**Clock distribution**

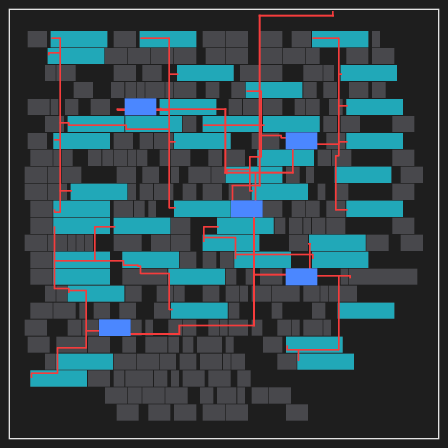
**Cell outlines without signal wires**

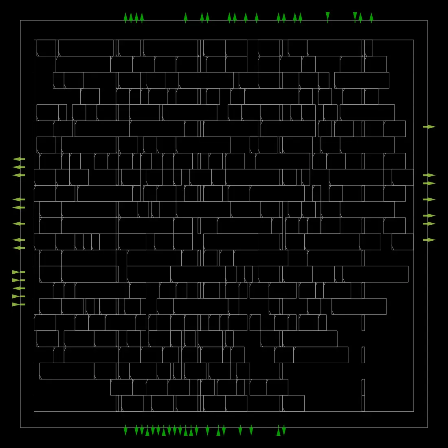
==> config.mk <==
export PLATFORM = sky130hd
export DESIGN_NAME = core_ctrl_fsm_flat
export DESIGN_NICKNAME = d
export VERILOG_FILES = /design/src/rtl/core_ctrl_fsm_if.sv /design/src/rtl/core_ctrl_fsm.sv /design/src/flat_wrapper.sv
export SDC_FILE = /design/constraint.sdc
export NUM_CORES = 1
export LEC_CHECK = 0
export CORE_MARGIN = 2
export CORE_UTILIZATION = 51
export CTS_CLUSTER_DIAMETER = 60
export CTS_CLUSTER_SIZE = 30
export DETAILED_ROUTE_END_ITERATION = 16
export HOLD_SLACK_MARGIN = 0.08
export PLACE_DENSITY = 0.89
export RECOVER_POWER = 50
export SYNTH_ARGS = -nofsm -noshare
export SYNTH_HDL_FRONTEND = slang
export SYNTH_SLANG_ARGS = --single-unit
==> constraint.sdc <==
create_clock -name clk -period 3.3 [get_ports clk]
set_clock_uncertainty 0.05 [all_clocks]
set_input_delay 0.66 -clock clk [delete_from_list [all_inputs] [get_ports clk]]
set_output_delay 0.66 -clock clk [all_outputs]
set_load 0.05 [all_outputs]
==> summary.txt <==
CTS tree = done
CTS buffer count = 5
PostCTS Resize Cnt = 0
Setup violators final = 0
MaxCap Viol Count = 1
Max incr delay on CP = 0.83 ns
CTS clk-pin slew, worst paths = 0.07 ns
Most common library cells after synthesis = 42 x dfrtp_1, 27 x xnor2_1, 15 x nand2_1, 15 x nand4_1
Nets@finish = 277
Total Neg Setup Slack = 0 ns
Worst Path Class, Setup = input pin to output port
Endpoints failing hold = 0
Vias in the first global route = 1613
PD cells = 666 nW/um2
Slew Viols, Final = 43
Routability cong. = 0.778
Die height = 68.6 um
Buf+Inv Stages, Crit Path = 2
Slowest stage cell, crit path = clkdlybuf4s50_1
Leading area contributor after synthesis = dfrtp_1
Post-Place Cells = 305
Synthesized Nets = 218
Status = complete, but fails checks
Depth of the CTS H-tree = 2
Syn avg cell area = 10.5 um2
Initial antenna violation count = 0
Failing checks = capacitance limit, slew limit
GRT Total Usage = 0.215
Via density = 5.52
Log Warnings = 26
Cell with the most instances after synthesis = dfrtp_1
FF-to-FF path depth = 4
Area Growth Syn to Fin = 33.5%
RSZ-0062 raised after global routing = no
First-pass GRT wire length = 7530 um
Largest cells by area after synthesis = dfrtp_1 49%, xnor2_1 11%, nand4_1 4.4%, and3_1 3.5%, xor2_1 3.3%
Syn Inst Count = 203
Critical path capture point type = output port
Initial core utilization = 0.532
Fmax = 337 MHz
Yosys Chip Area = 2130 um2
Main flop type = dfrtp_1
Cycle use final = 0.899
Max reg flops = 32
Worst path depth = 3
Slew @ Worst Pin = 2.14 ns
Notes on 'clock distribution' above:
legend:
  clock wires:
    colour: red
    length: 469 um
  flip-flops:
    colour: cyan
    count: 42
  cells driving clock nets:
    colour: blue
    count: 5
routed clock nets: 6
Clk pwr share: 0.217
Late-Pin Clk Latency: 0.30 ns

Notes on 'cell outlines without signal wires' above:
TAP cells: 50
core area: 4000 um2
end-of-flow core utilization: 0.710
Rows: 23
sequential share of cell area: 0.370

[cell families (layout without fill, tap and decap cells)]
group | after synthesis | after routing | synth area share
and+or+nand+nor | 92 | 92 | 0.254
DFF | 42 | 42 | 0.494
xor gates and xnor gates | 35 | 35 | 0.144
AOI/OAI and AO/OA | 19 | 19 | 0.0576
buffers and inverters | 10 | 69 | 0.0229
adders and majority gates | 3 | 3 | 0.0176
muxes | 2 | 2 | 0.0100
[metal layers]
metal / share of wire / routed length, um / GRT usage
met1: 0.44 / 2010 / 0.279
met5: 0 / 0 / 0
met4: 0.012 / 55 / 0.0650
met3: 0.037 / 167 / 0.0487
met2: 0.51 / 2310 / 0.359
[cell type report]
class,instances,area [um2]
fill,302,1160
clock buffer,6,82.6
timing repair buffer,60,587
sequential,42,1050
inverter,2,8.76
tap,50,62.6
clock inverter,1,30.0
multi-input combinational,151,1020
[cells in the final DEF (no fill, tap or decap), drive strengths merged, types with 2 or more instances in the layout]
cell type / n
clkdlybuf4s50: 54
dfrtp: 42
xnor2: 27
nand2: 15
nand4: 15
and3: 12
nor2: 12
nand3: 8
xor2: 8
nor3: 7
clkbuf: 7
and4: 6
a21oi: 5
and2: 5
a21o: 4
nor4: 4
a211oi: 3
ha: 3
buf: 3
nor3b: 3
o21ai: 2
nor2b: 2
o22ai: 2
dlygate4sd3: 2
[report_power, final]
group          internal [uW]  total, uW  switching [uW]
registers                579        661            82.0
clock network            242        409             167
logic                    296        819             523
[metrics by stage]
step / instance area, um2 / util / worst slack, ns
final: 2840 / 0.710 / 0.334
after global placement: 2740 / 0.686 / 0.432
after CTS: 2860 / 0.714 / 0.318
after detailed placement: 2740 / 0.686 / 0.411
after global routing: 2840 / 0.710 / 0.226
after floorplan: 2130 / - / 0.349
Power figures rest on the tool's default switching activity, not on a simulated workload.
